`config.mk`:
```
export PLATFORM = sky130hd
export DESIGN_NAME = shift_counter_flat
export DESIGN_NICKNAME = d
export VERILOG_FILES = /design/src/rtl/shift_pkg.sv /design/src/rtl/shift_counter_if.sv /design/src/rtl/shift_sat_cnt.sv /design/src/rtl/shift_counter.sv /design/src/flat_wrapper.sv
export SDC_FILE = /design/constraint.sdc
export NUM_CORES = 1
export LEC_CHECK = 0
export CAP_MARGIN = 5
export CORE_UTILIZATION = 53
export DETAILED_ROUTE_END_ITERATION = 8
export PLACE_DENSITY = 0.82
export SYNTH_ARGS = -nofsm -noshare
export SYNTH_HDL_FRONTEND = slang
export SYNTH_HIERARCHICAL = 1
export SYNTH_SLANG_ARGS = --single-unit
```
`constraint.sdc`:
```
create_clock -name clk -period 2.3 [get_ports clk]
set_clock_uncertainty 0.05 [all_clocks]
set_input_delay 0.46 -clock clk [delete_from_list [all_inputs] [get_ports clk]]
set_output_delay 0.46 -clock clk [all_outputs]
set_load 0.03 [all_outputs]
```
`src/rtl/shift_pkg.sv`:
```
// Shared constants, state/direction encodings and the dominant-direction helper
// for the shift_counter block.
package shift_pkg;

  localparam int CNT_W   = 5;
  localparam int CNT_MAX = 31;

  typedef enum logic [1:0] {
    IDLE  = 2'd0,
    ACCUM = 2'd1,
    LATCH = 2'd2
  } state_t;

  typedef enum logic [1:0] {
    NONE = 2'b00,
    POS  = 2'b01,
    NEG  = 2'b10
  } dir_t;

  function automatic dir_t dominant(input logic [CNT_W-1:0] o_cnt,
                                    input logic [CNT_W-1:0] n_cnt);
    if (o_cnt > n_cnt)
      return POS;
    else if (n_cnt > o_cnt)
      return NEG;
    else
      return NONE;
  endfunction

endpackage

```
`src/rtl/shift_counter_if.sv`:
```
// Frame/vector input bundle and latched statistics outputs of shift_counter.
// master = frame/vector producer, slave = shift_counter.
interface shift_counter_if
  import shift_pkg::*;
#(
  parameter int DW = 8
);
  logic                    frame_start;
  logic                    frame_end;
  logic                    vec_valid;
  logic signed [DW-1:0]    vec_dx;
  logic signed [DW-1:0]    vec_dy;
  logic [CNT_W-1:0]        dxo_cnt;
  logic [CNT_W-1:0]        dxn_cnt;
  logic [CNT_W-1:0]        dyo_cnt;
  logic [CNT_W-1:0]        dyn_cnt;
  logic                    x_same;
  logic                    y_same;
  logic                    cnt_valid;

  modport master (
    output frame_start, frame_end, vec_valid, vec_dx, vec_dy,
    input  dxo_cnt, dxn_cnt, dyo_cnt, dyn_cnt, x_same, y_same, cnt_valid
  );

  modport slave (
    input  frame_start, frame_end, vec_valid, vec_dx, vec_dy,
    output dxo_cnt, dxn_cnt, dyo_cnt, dyn_cnt, x_same, y_same, cnt_valid
  );
endinterface

```
`src/rtl/shift_sat_cnt.sv`:
```
// Saturating counter with clear/load/increment; clear beats load beats increment.
module shift_sat_cnt
  import shift_pkg::*;
#(
  parameter int MAX = CNT_MAX
) (
  input  logic             clk,
  input  logic             rst_n,
  input  logic             clr,
  input  logic             load,
  input  logic [CNT_W-1:0] load_val,
  input  logic             inc,
  output logic [CNT_W-1:0] cnt
);

  logic [CNT_W-1:0] cnt_reg;
  logic [CNT_W-1:0] cnt_next;

  always_comb begin
    cnt_next = cnt_reg;
    if (clr)
      cnt_next = '0;
    else if (load)
      cnt_next = load_val;
    else if (inc && (cnt_reg < CNT_W'(MAX)))
      cnt_next = cnt_reg + 1'b1;
  end

  always_ff @(posedge clk or negedge rst_n) begin
    if (!rst_n)
      cnt_reg <= '0;
    else
      cnt_reg <= cnt_next;
  end

  assign cnt = cnt_reg;

endmodule

```
`src/rtl/shift_counter.sv`:
```
// Per-frame motion-vector direction statistics with previous-frame comparison.
// Optional build macro SHIFT_CNT_DECAY_EN: counters start each frame at half the last latched counts.
module shift_counter
  import shift_pkg::*;
#(
  parameter int DW        = 8,
  parameter int DEAD_ZONE = 2,
  parameter int CNT_MAX   = shift_pkg::CNT_MAX
) (
  input  logic           clk,
  input  logic           rst_n,
  shift_counter_if.slave bus
);

  // One extra bit keeps -2^(DW-1) and -DEAD_ZONE representable in the compare.
  localparam logic signed [DW:0] DZ_POS = (DW+1)'(DEAD_ZONE);
  localparam logic signed [DW:0] DZ_NEG = -DZ_POS;

  state_t state_reg, state_next;
  logic   start_acc, acc_en, latch_en;

  logic signed [DW:0] dx_ext, dy_ext;
  logic [3:0]         inc_vec;
  logic               cnt_clr, cnt_load;

  // Index order: 0 = x pos, 1 = x neg, 2 = y pos, 3 = y neg.
  logic [CNT_W-1:0] work_cnt [4];
  logic [CNT_W-1:0] out_cnt_reg [4];

  dir_t dir_x, dir_y;
  dir_t prev_x_reg, prev_y_reg;
  logic x_same_reg, y_same_reg, cnt_valid_reg;

  always_comb begin
    state_next = state_reg;
    start_acc  = 1'b0;
    acc_en     = 1'b0;
    latch_en   = 1'b0;
    unique case (state_reg)
      IDLE: begin
        if (bus.frame_start) begin
          start_acc  = 1'b1;
          state_next = ACCUM;
        end
      end
      ACCUM: begin
        if (bus.frame_start) begin
          start_acc = 1'b1;
        end else begin
          acc_en = bus.vec_valid;
          if (bus.frame_end)
            state_next = LATCH;
        end
      end
      LATCH: begin
        latch_en   = 1'b1;
        state_next = IDLE;
      end
      default: state_next = IDLE;
    endcase
  end

  always_ff @(posedge clk or negedge rst_n) begin
    if (!rst_n)
      state_reg <= IDLE;
    else
      state_reg <= state_next;
  end

  assign dx_ext = {bus.vec_dx[DW-1], bus.vec_dx};
  assign dy_ext = {bus.vec_dy[DW-1], bus.vec_dy};

  assign inc_vec[0] = acc_en && (dx_ext >= DZ_POS);
  assign inc_vec[1] = acc_en && (dx_ext <= DZ_NEG);
  assign inc_vec[2] = acc_en && (dy_ext >= DZ_POS);
  assign inc_vec[3] = acc_en && (dy_ext <= DZ_NEG);

`ifdef SHIFT_CNT_DECAY_EN
  assign cnt_clr  = 1'b0;
  assign cnt_load = start_acc;
`else
  assign cnt_clr  = start_acc;
  assign cnt_load = 1'b0;
`endif

  generate
    for (genvar gi = 0; gi < 4; gi++) begin : g_cnt
      logic [CNT_W-1:0] load_val;
`ifdef SHIFT_CNT_DECAY_EN
      assign load_val = out_cnt_reg[gi] >> 1;
`else
      assign load_val = '0;
`endif
      shift_sat_cnt #(
        .MAX(CNT_MAX)
      ) u_cnt (
        .clk     (clk),
        .rst_n   (rst_n),
        .clr     (cnt_clr),
        .load    (cnt_load),
        .load_val(load_val),
        .inc     (inc_vec[gi]),
        .cnt     (work_cnt[gi])
      );
    end
  endgenerate

  assign dir_x = dominant(work_cnt[0], work_cnt[1]);
  assign dir_y = dominant(work_cnt[2], work_cnt[3]);

  always_ff @(posedge clk or negedge rst_n) begin
    if (!rst_n) begin
      for (int i = 0; i < 4; i++)
        out_cnt_reg[i] <= '0;
      prev_x_reg    <= NONE;
      prev_y_reg    <= NONE;
      x_same_reg    <= 1'b0;
      y_same_reg    <= 1'b0;
      cnt_valid_reg <= 1'b0;
    end else begin
      cnt_valid_reg <= latch_en;
      if (latch_en) begin
        for (int i = 0; i < 4; i++)
          out_cnt_reg[i] <= work_cnt[i];
        x_same_reg <= (dir_x == prev_x_reg) && (dir_x != NONE);
        y_same_reg <= (dir_y == prev_y_reg) && (dir_y != NONE);
        prev_x_reg <= dir_x;
        prev_y_reg <= dir_y;
      end
    end
  end

  assign bus.dxo_cnt   = out_cnt_reg[0];
  assign bus.dxn_cnt   = out_cnt_reg[1];
  assign bus.dyo_cnt   = out_cnt_reg[2];
  assign bus.dyn_cnt   = out_cnt_reg[3];
  assign bus.x_same    = x_same_reg;
  assign bus.y_same    = y_same_reg;
  assign bus.cnt_valid = cnt_valid_reg;

endmodule

```
`src/flat_wrapper.sv`:
```
// flat-port wrapper written by rule: the top's interface ports become plain ports
module shift_counter_flat import shift_pkg::*;
#(
  parameter int DW        = 8,
  parameter int DEAD_ZONE = 2,
  parameter int CNT_MAX   = shift_pkg::CNT_MAX
)
  (clk, rst_n, bus_frame_start, bus_frame_end, bus_vec_valid, bus_vec_dx, bus_vec_dy, bus_dxo_cnt, bus_dxn_cnt, bus_dyo_cnt, bus_dyn_cnt, bus_x_same, bus_y_same, bus_cnt_valid);
  shift_counter_if #(.DW(DW)) bus_i ();
  input  logic clk;
  input  logic rst_n;
  input wire logic [$bits(bus_i.frame_start)-1:0] bus_frame_start;
  input wire logic [$bits(bus_i.frame_end)-1:0] bus_frame_end;
  input wire logic [$bits(bus_i.vec_valid)-1:0] bus_vec_valid;
  input wire logic [$bits(bus_i.vec_dx)-1:0] bus_vec_dx;
  input wire logic [$bits(bus_i.vec_dy)-1:0] bus_vec_dy;
  output wire logic [$bits(bus_i.dxo_cnt)-1:0] bus_dxo_cnt;
  output wire logic [$bits(bus_i.dxn_cnt)-1:0] bus_dxn_cnt;
  output wire logic [$bits(bus_i.dyo_cnt)-1:0] bus_dyo_cnt;
  output wire logic [$bits(bus_i.dyn_cnt)-1:0] bus_dyn_cnt;
  output wire logic [$bits(bus_i.x_same)-1:0] bus_x_same;
  output wire logic [$bits(bus_i.y_same)-1:0] bus_y_same;
  output wire logic [$bits(bus_i.cnt_valid)-1:0] bus_cnt_valid;
  assign bus_i.frame_start = bus_frame_start;
  assign bus_i.frame_end = bus_frame_end;
  assign bus_i.vec_valid = bus_vec_valid;
  assign bus_i.vec_dx = bus_vec_dx;
  assign bus_i.vec_dy = bus_vec_dy;
  assign bus_dxo_cnt = bus_i.dxo_cnt;
  assign bus_dxn_cnt = bus_i.dxn_cnt;
  assign bus_dyo_cnt = bus_i.dyo_cnt;
  assign bus_dyn_cnt = bus_i.dyn_cnt;
  assign bus_x_same = bus_i.x_same;
  assign bus_y_same = bus_i.y_same;
  assign bus_cnt_valid = bus_i.cnt_valid;
  shift_counter #(.DW(DW), .DEAD_ZONE(DEAD_ZONE), .CNT_MAX(CNT_MAX)) u_core (.clk(clk), .rst_n(rst_n), .bus(bus_i));
endmodule
```
==> images/logic_types.png <==
Bar = 20 µm.
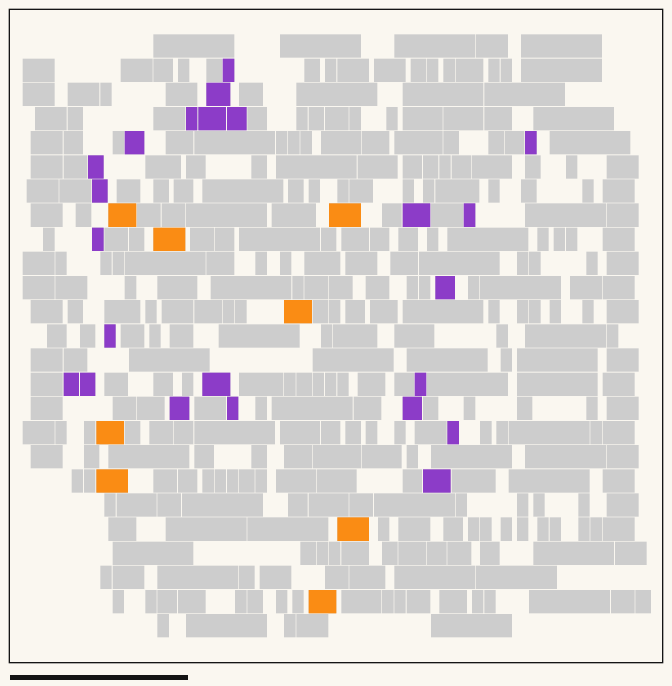
- non-inverting ao/oa cells: orange (cells 8)
- nor cells: purple (cells 23)
fraction of area in multi-input gates: 0.415
Layout Cells excl Fill: 427
Top cell excl fill/tap: nand2_1

==> images/congestion.png <==
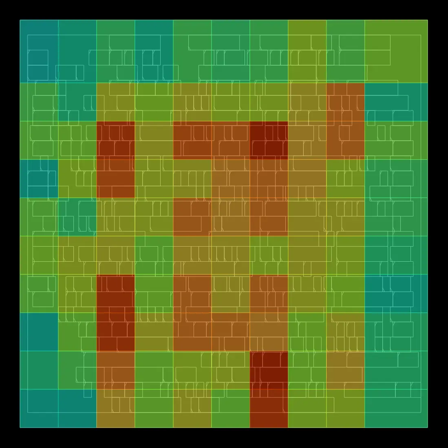
met3 Use GR: 0.0425
GR met1 Demand/Resource: 0.313
Most Crowded Layer GR: met2
routing usage on met2: 0.383

==> images/clk_routes.png <==
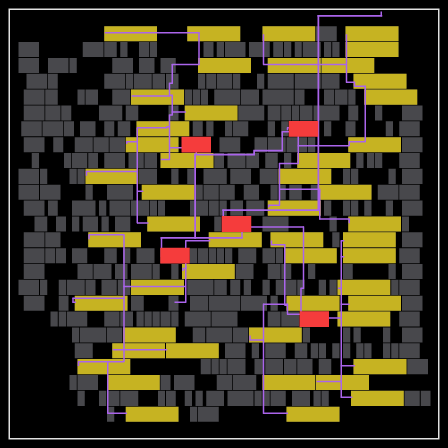
- clock wires: purple (length 529 µm)
- clock drivers: red (count 5)
- flip-flops: yellow (count 49)
- routed clock nets: 6
Late-Pin Clk Latency: 0.29 ns
Clock Power: 477 µW

==> flow_summary.yaml <==
# generated from flow reports
clocking:
  postCtsHoldBufs: 0
  cts_made_buffers: 5
  h-tree-depth: 2
  cts_tree: "built"
  postCtsSetupRepairBufs: 0
  cts_resized: 0
  clk_pin_slew_worst_paths_ns: 0.08
  clock_sinks: 49
  clock_path_buffers: 2
  clockRootBuffer: "clkbuf_8"
final_layout:
  nMultiInputCombCells: 227
  largest_reg_flops: 20
  largest_class: "multi-input combinational cells"
  diodes: 0
  comb_area_mm2: 0.00141
  flops: 49
  drive_gt1_frac: 0.0806
  syn2layout_area_growth_pct: 25.4
  nNonClkInverters: 22
  mostFrequentLayoutCells: "nand2_1, dfrtp_1, clkdlybuf4s50_1"
  n_clock_buffer: 6
  area_share_clock_buf_inv: 0.0244
  n_all_buffers: 54
  seq_share: 0.362
worst_setup_path:
  crit_family: "simple AND/OR/NAND/NOR gates"
  startpoint: "bus_vec_dy[2]"
  path_common_cell: "nor3_1"
  start_kind: "primary input"
  critPathCaptureType: "flop"
  endpoint: "u_core/g_cnt[2].u_cnt/cnt[4]$_DFFE_PN0P_"
  timing.reg2reg.setup_slack_ns: 0.39
  r2r-end: "u_core/g_cnt[0].u_cnt/cnt[4]$_DFFE_PN0P_"
  worst-path-max-fanout: 5
  r2r_start: "u_core/state_reg[1]$_DFFE_PN0P_"
  worstPathArrival_ns: 2.36
  worstSetupPathType: "primary input to flop"
  crit_cells: 8
  cpMaxStageDelayCell: "or4_1"
  reg2regPathDepth: 7
  path_buffers: 2
  cp_cell_sequence: "clkdlybuf4s50_1, or4_1, nor3_1, nor3_1, buf_4, and3_4, a311o_1, a21oi_1"
synth:
  topCellsByArea: "dfrtp_1, nand2_1, ha_1"
  top_logic_kind: "simple AND/OR/NAND/NOR gates"
  most_common_cell: "nand2_1"
  top_area_cell: "dfrtp_1"
  synthAoiAreaFrac: 0.193
  async_reset_ff_frac: 1.00
  synthXorXnorAreaFrac: 0
  yosys.area.top_type_share: 0.453
  ys.flop_type: "dfrtp_1"
  synth_seq_share: 0.453
  yosysUniqueCellTypes: 40
  yosys_warnings: 6
  ys_ff: 49
  avgSynthCellArea_um2: 9.52
  ys_cells: 284
  fa_ha_area_frac: 0.0648
  yosys-stat-area_mm2: 0.00270
  edf_count: 0
  muxShareOfSynthArea: 0.0148
  ys_sh_simple: 0.210
  synthTopCellsByCount: "nand2_1, dfrtp_1, inv_1"
job:
  warnings: 26
  cap_violations: 0
detailed_routing:
  met2WireLength_um: 2700
  viasPerCell: 5.30
  wl_met1_um: 2520
  met3RoutedLength_um: 205
  top_layer: "met4"
  ant_nets: 0
  drt_iter0_drc: 164
  drcViolationCount: 0
min_path:
  hp-class: "primary input to asynchronous set/reset pin"
die:
  row_count: 25
  die-area_mm2: 0.00539
  die_x_um: 73.4
  die_h_um: 73.4
  ios: 44
power_and_ir_drop:
  clkPwrFrac: 0.197
  peakVddDrop_mv: 0.347
  p_sw_frac: 0.348
  power.density_mw_per_mm2: 715
  p_seq_frac: 0.472
  power_leader: "sequential cells"
  internal_power_uw: 1580
  finalPower_uw: 2420
  p_comb_uw: 803
  powerSeq_uw: 1140
  p_sw_uw: 843
  cellLeakagePower_uw: 0.00151
  combPwrFrac: 0.331
global_routing:
  grt_overflow_total: 0
  grt_pass1_vias: 2156
  grt_pass1_wl_um: 9620
  grt_antenna_before_repair: 0
sta:
  grt_setup_unrepaired: "false"
  hold_violations: 0
  fin_crit_ns: 2.18
  max_freq_ghz: 0.458
  period_used_share: 0.948
  holdWs_ns: 0.208
  tns_ns: 0
  final-setup-viol-count: 0
  maxSlewHeadroom: 0.602
  worstMarginPinSlew_ns: 0.597
placement:
  dp.cells: 419
  place_congestion: 0.898
  place_ws_ns: -0.185
  portBuffers: 43
  hpwl_um: 4030
  placed_area_mm2: 0.00331
outcome:
  status: "finished clean"
==> images/wires.png <==
Bar = 20 µm.
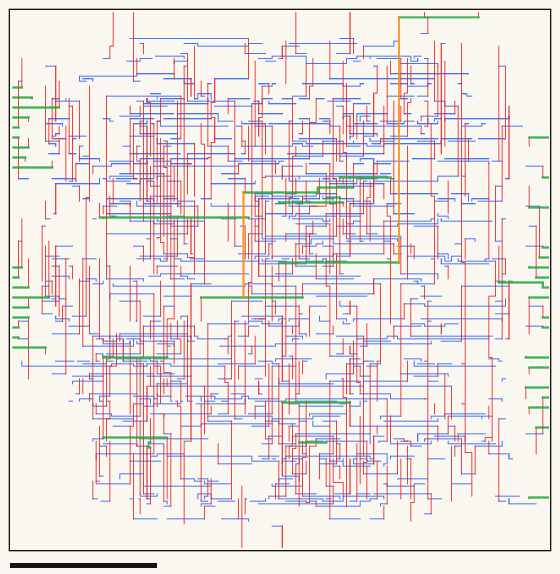
- metal 4: orange (wire length 47.6 µm)
- metal 2: red (wire length 2,700 µm)
- metal 1: blue (wire length 2,520 µm)
- metal 3: green (wire length 206 µm)
total number of vias: 2,264
Post-Route WL: 5480 µm
Routed WL per cell: 12.8 µm
Total GRT Usage: 0.231

==> images/cell_density.png <==
The die is cut into 7 by 7 equal tiles; dark blue is low, red is high, 0 to 100% covered.
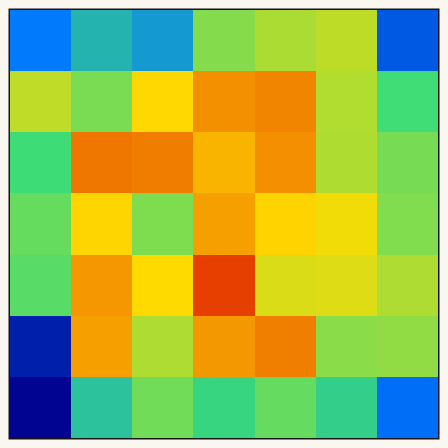
- mean over tiles: 61%
- fullest tile: 93%
- densest ninth of the die: centre
- emptiest ninth of the die: south-west
- tiles over 75% full: 33%
post-layout util: 0.704
total core area: 0.00482 mm²
Core Util at FP: 0.561

Power and IR drop assume default switching activity.
